==> config.mk <==
export PLATFORM = sky130hd
export DESIGN_NAME = keccak_round_ctrl
export DESIGN_NICKNAME = d
export VERILOG_FILES = /design/src/rtl/keccak_round_ctrl.sv
export SDC_FILE = /design/constraint.sdc
export NUM_CORES = 1
export LEC_CHECK = 0
export ABC_AREA = 1
export CAP_MARGIN = 10
export CORE_MARGIN = 5
export CORE_UTILIZATION = 43
export CTS_CLUSTER_SIZE = 14
export DETAILED_ROUTE_END_ITERATION = 8
export PLACE_DENSITY = 0.93
export SKIP_CTS_REPAIR_TIMING = 1
export SYNTH_ARGS = -nofsm -noshare
export SYNTH_HDL_FRONTEND = slang
export SYNTH_SLANG_ARGS = --single-unit
==> constraint.sdc <==
create_clock -name clk -period 1.9 [get_ports clk]
set_clock_uncertainty 0.05 [all_clocks]
set_input_delay 0.38 -clock clk [delete_from_list [all_inputs] [get_ports clk]]
set_output_delay 0.38 -clock clk [all_outputs]
set_load 0.02 [all_outputs]
==> src/rtl/keccak_round_ctrl.sv <==
// keccak_round_ctrl
// Sequencing controller for a lane-serial Keccak core. It absorbs rate lanes
// one beat per cycle and runs NUM_ROUNDS permutation rounds, one per cycle,
// while presenting the iota round constant. After the final block it streams
// OUT_LANES output lanes.
//
// Ports:
//   clk          rising-edge clock
//   rst          synchronous active-low reset
//   start        begin a new message (honoured only in IDLE)
//   din_valid    input lane beat valid
//   din_last     final beat of the message (qualified by din_valid)
//   din_ready    controller accepts a beat this cycle
//   absorb_en    datapath XORs the input lane into lane lane_idx
//   lane_idx     current lane for absorb and squeeze
//   round_en     datapath applies one round this cycle
//   round_idx    current round number
//   round_const  iota constant for round_idx
//   last_round   round_en on the final round
//   dout_valid   lane lane_idx is on the datapath output
//   dout_ready   consumer accepts the output lane
//   done         pulse on the accept of the final output lane
module keccak_round_ctrl #(
    parameter int NUM_ROUNDS = 24,
    parameter int RATE_LANES = 17,
    parameter int OUT_LANES  = 4,
    parameter int LANE_W     = (RATE_LANES > 1) ? $clog2(RATE_LANES) : 1
) (
    input  logic              clk,
    input  logic              rst,
    input  logic              start,
    input  logic              din_valid,
    input  logic              din_last,
    output logic              din_ready,
    output logic              absorb_en,
    output logic [LANE_W-1:0] lane_idx,
    output logic              round_en,
    output logic [4:0]        round_idx,
    output logic [63:0]       round_const,
    output logic              last_round,
    output logic              dout_valid,
    input  logic              dout_ready,
    output logic              done
);

    typedef enum logic [1:0] {
        IDLE    = 2'd0,
        ABSORB  = 2'd1,
        PERMUTE = 2'd2,
        SQUEEZE = 2'd3
    } state_t;

    localparam logic [LANE_W-1:0] LANE_LAST  = LANE_W'(RATE_LANES - 1);
    localparam logic [LANE_W-1:0] OUT_LAST   = LANE_W'(OUT_LANES - 1);
    localparam logic [4:0]        ROUND_LAST = 5'(NUM_ROUNDS - 1);
    localparam logic [7:0]        LFSR_SEED  = 8'h01;

    state_t            state_r, state_s;
    logic [LANE_W-1:0] lane_r, lane_s;
    logic [4:0]        round_r, round_s;
    logic [7:0]        lfsr_r, lfsr_s;
    logic              final_r, final_s;

    // One Galois step of x^8+x^6+x^5+x^4+1; the output bit is lfsr[0] before the step.
    function automatic logic [7:0] lfsr_step(input logic [7:0] r);
        return {r[6:0], 1'b0} ^ (r[7] ? 8'h71 : 8'h00);
    endfunction

    // Seven steps make one round's worth of constant bits.
    function automatic logic [7:0] lfsr_adv7(input logic [7:0] seed);
        logic [7:0] r;
        r = seed;
        for (int i = 0; i < 7; i++) begin
            r = lfsr_step(r);
        end
        return r;
    endfunction

    // Step j's output bit lands at bit position 2^j-1 of the iota constant.
    function automatic logic [63:0] rc_expand(input logic [7:0] seed);
        logic [7:0]  r;
        logic [63:0] rc;
        rc     = 64'd0;
        r      = seed;
        rc[0]  = r[0];
        r      = lfsr_step(r);
        rc[1]  = r[0];
        r      = lfsr_step(r);
        rc[3]  = r[0];
        r      = lfsr_step(r);
        rc[7]  = r[0];
        r      = lfsr_step(r);
        rc[15] = r[0];
        r      = lfsr_step(r);
        rc[31] = r[0];
        r      = lfsr_step(r);
        rc[63] = r[0];
        return rc;
    endfunction

    assign lane_idx    = lane_r;
    assign round_idx   = round_r;
    assign round_const = rc_expand(lfsr_r);

    // Next-state, counter updates and handshake outputs.
    always_comb begin
        state_s    = state_r;
        lane_s     = lane_r;
        round_s    = round_r;
        lfsr_s     = lfsr_r;
        final_s    = final_r;
        din_ready  = 1'b0;
        absorb_en  = 1'b0;
        round_en   = 1'b0;
        last_round = 1'b0;
        dout_valid = 1'b0;
        done       = 1'b0;
        case (state_r)
            IDLE: begin
                if (start) begin
                    state_s = ABSORB;
                    lane_s  = {LANE_W{1'b0}};
                    final_s = 1'b0;
                end else begin
                    state_s = IDLE;
                end
            end
            ABSORB: begin
                din_ready = 1'b1;
                absorb_en = din_valid;
                if (din_valid) begin
                    if ((lane_r == LANE_LAST) || din_last) begin
                        // Short final block: remaining lanes are padded upstream.
                        state_s = PERMUTE;
                        lane_s  = {LANE_W{1'b0}};
                        round_s = 5'd0;
                        lfsr_s  = LFSR_SEED;
                        final_s = din_last;
                    end else begin
                        lane_s = lane_r + {{(LANE_W-1){1'b0}}, 1'b1};
                    end
                end else begin
                    state_s = ABSORB;
                end
            end
            PERMUTE: begin
                round_en = 1'b1;
                lfsr_s   = lfsr_adv7(lfsr_r);
                if (round_r == ROUND_LAST) begin
                    last_round = 1'b1;
                    state_s    = final_r ? SQUEEZE : ABSORB;
                    round_s    = 5'd0;
                    lane_s     = {LANE_W{1'b0}};
                end else begin
                    round_s = round_r + 5'd1;
                end
            end
            SQUEEZE: begin
                dout_valid = 1'b1;
                if (dout_ready) begin
                    if (lane_r == OUT_LAST) begin
                        done    = 1'b1;
                        state_s = IDLE;
                        lane_s  = {LANE_W{1'b0}};
                    end else begin
                        lane_s = lane_r + {{(LANE_W-1){1'b0}}, 1'b1};
                    end
                end else begin
                    state_s = SQUEEZE;
                end
            end
            default: begin
                state_s = IDLE;
                lane_s  = {LANE_W{1'b0}};
                round_s = 5'd0;
                lfsr_s  = LFSR_SEED;
                final_s = 1'b0;
            end
        endcase
    end

    // State and counter registers with synchronous active-low reset.
    always_ff @(posedge clk) begin
        if (!rst) begin
            state_r <= IDLE;
            lane_r  <= {LANE_W{1'b0}};
            round_r <= 5'd0;
            lfsr_r  <= LFSR_SEED;
            final_r <= 1'b0;
        end else begin
            state_r <= state_s;
            lane_r  <= lane_s;
            round_r <= round_s;
            lfsr_r  <= lfsr_s;
            final_r <= final_s;
        end
    end

endmodule

==> images/wire_density.png <==
Drawn at 4 px/micron. 15 x 15 tiles, from dark purple (low) to yellow (high), scaled to the fullest tile. Values are wire area over tile area, all layers added.
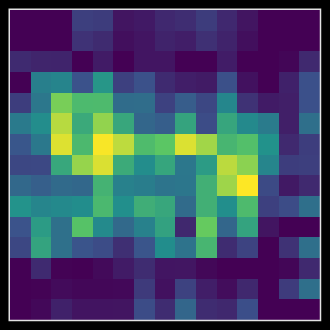
tiles over half the peak: 20%
fullest tile: 0.43
nearly empty tiles: 18%
mean over tiles: 0.12
emptiest ninth of the die: top right
drt wl/cell: 11.1 microns
GR Util All Layers: 14.6%
Vias: 1813
final wirelength: 4470 microns

==> images/final_placement.png <==
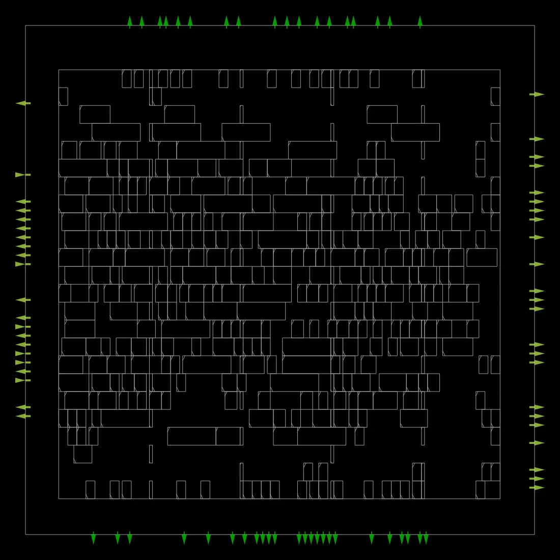
core area: 4380 sq um
Fillers: 442
flop share of the area: 17.8%

==> ci_impl_report.md <==
### Metrics collected by this job

| Metric | Value |
|---|---|
| Run status | `finished, final reports clean` |
| CTS root buf | `clkbuf_8` |
| DR vias/cell | `4.51` |
| Clock buf/inv share | `1.91%` |
| Max-cap violations | `0` |
| Hold EP | `final_r$_SDFFE_PN0P_` |
| Synth unique cells | `35` |
| Pre-antenna DRT Iters | `4` |
| Die y size | `77.5 microns` |
| Largest fanout on the critical path | `5` |
| CTS max path bufs | `2` |
| Comb area | `1150 sq um` |
| WL met2 | `2340 microns` |
| Worst relative slew slack | `62.6%` |
| Post-DRT Antenna Nets | `0` |
| Max layer used | `met4` |
| Starting DRC count in detailed routing | `77` |
| M1 wire length | `1740 microns` |
| Post-Place Worst Slack | `-381 ps` |
| Worst R2R Setup Slack | `190 ps` |
| Crit path time final | `1820 ps` |
| Most frequent cells in the layout | `nand2_1, conb_1, buf_4` |
| Overall Power | `2.99 mW` |
| Chip area | `6000 sq um` |
| Max Slew Vio Count | `0` |
| # IOs | `86` |
| GPL Wtd Cong | `0.866` |
| Row cnt | `24` |
| Final hold vios | `0` |
| Placed insts | `398` |
| FP Util | `44.6%` |
| Num CTS Buffers | `3` |
| Pwr per Cell Area | `1270 nW/um^2` |
| CTS tree | `built` |
| Post-route setup slack | `77.3 ps` |
| Clk sinks | `21` |
| Synth warn | `0` |
| Vias in the first global route | `1726` |
| RSZ-0062 raised after global routing | `no` |
| Final Cell Area | `2360 sq um` |
| Largest cells by area after synthesis | `buf_4, dfxtp_1, nand2_1, nand2_2, nand3_1` |
| Number of H-tree levels | `1` |
| Critical Path Sink Type | `primary output` |
| Post-DP HPWL | `3780 microns` |
| GRT met3 Usage | `2.20%` |
| Min Hold Slack | `431 ps` |
| Crit path DRT | `1470 ps` |
| Most instantiated cells after synthesis | `nand2_1, buf_4, dfxtp_1` |
| Actual slew at the worst max-slew pin | `560 ps` |
| GR peak layer | `met2` |
| Seq/Total Area, Yosys | `21.5%` |
| Worst vdd ir | `0.000576 V` |
| Final setup fails | `0` |
| Startpoint Class | `flip-flop` |
| Post-synth regs | `21` |
| Diode count | `0` |
| R2R cell count | `10` |
| Log Warnings | `27` |
| Synth async-reset ratio | `0%` |
| Die Width | `77.5 microns` |
| Pleak | `1.27 nW` |
| Most numerous cell in the Yosys netlist | `nand2_1` |
| Logic share of the area | `48.8%` |
| Post-Synthesis Cells | `290` |
| CP Launch Point | `lfsr_r[7]$_SDFFE_PN0P_` |
| PortBufs | `28` |
| Most instantiated logic cell after routing | `nand2_1` |
| Register area | `420 sq um` |
| GR Util met1 | `17.2%` |
| TAP cells | `52` |
| FFs & Latches | `21` |
| Non-Clock Buffer Count | `64` |
| Initial antenna violation count | `0` |
| Top-area cell share | `23.0%` |
| Syn avg cell area | `6.75 sq um` |
| Share of layout cells above drive strength 1 | `24.9%` |
| CTS clk-pin slew, worst paths | `70 ps` |
==> images/metal_stack.png <==
Drawn at 4 px/micron. Two of the layers only.
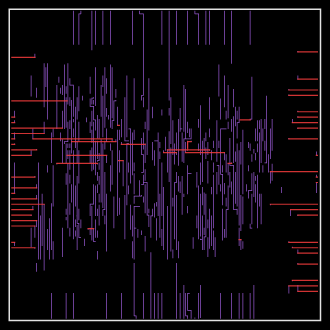
| colour | layer | wire length |
|---|---|---|
| red | met3 | 328 microns |
| purple | met2 | 2340 microns |

==> images/zoom.png <==
Window x 24 to 54, y 24 to 54 microns. Cells in grey, sequential cells in the stronger grey; small squares are vias.
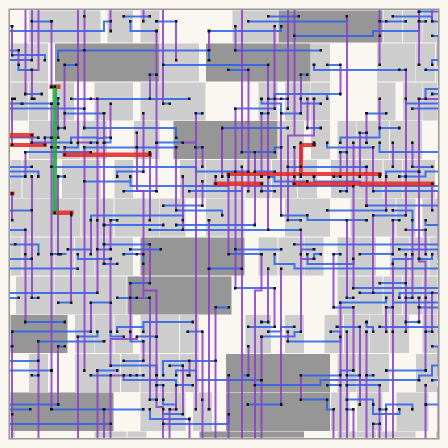
| colour | layer |
|---|---|
| blue | met1 |
| red | met3 |
| green | met4 |
| purple | met2 |
cells with their middle in the window: 104
sequential cells in the window: 10
netlist names of flops here include: lfsr_r (5), round_idx (3), state_r (2)
most frequent: nand2_1 (33), dfxtp_1 (10), a21oi_1 (9)

## flip-flops by register name, summed over array words and instances, names as in the netlist
signal / cells
state_r: 2
lane_idx: 5
round_idx: 5
final_r: 1
lfsr_r: 8
## cell families (layout without fill, tap and decap cells)
kind of cell             count (synthesis)  in the layout  synth area share (%)
flip-flops                              21             21                  21.5
other                                    1             57                 0.192
AND/OR/NAND/NOR                        136            136                  34.1
buffers and inverters                   92             96                  30.4
XOR/XNOR                                 5              5                  2.24
adder cells (fa/ha/maj)                  3              3                  1.92
AND-OR/OR-AND                           32             32                  9.59
## power breakdown
part,internal (mW),switching [mW]
Clock,0.149,0.136
Combinational,0.878,1.27
Sequential,0.500,0.0585
Total,1.53,1.47
## worst max-delay path, stage by stage, from the launching register on
cell and delay (ps):
dfxtp_1 410, buf_4 140, clkdlybuf4s50_1 590
Power is estimated from default activity; no workload was simulated.
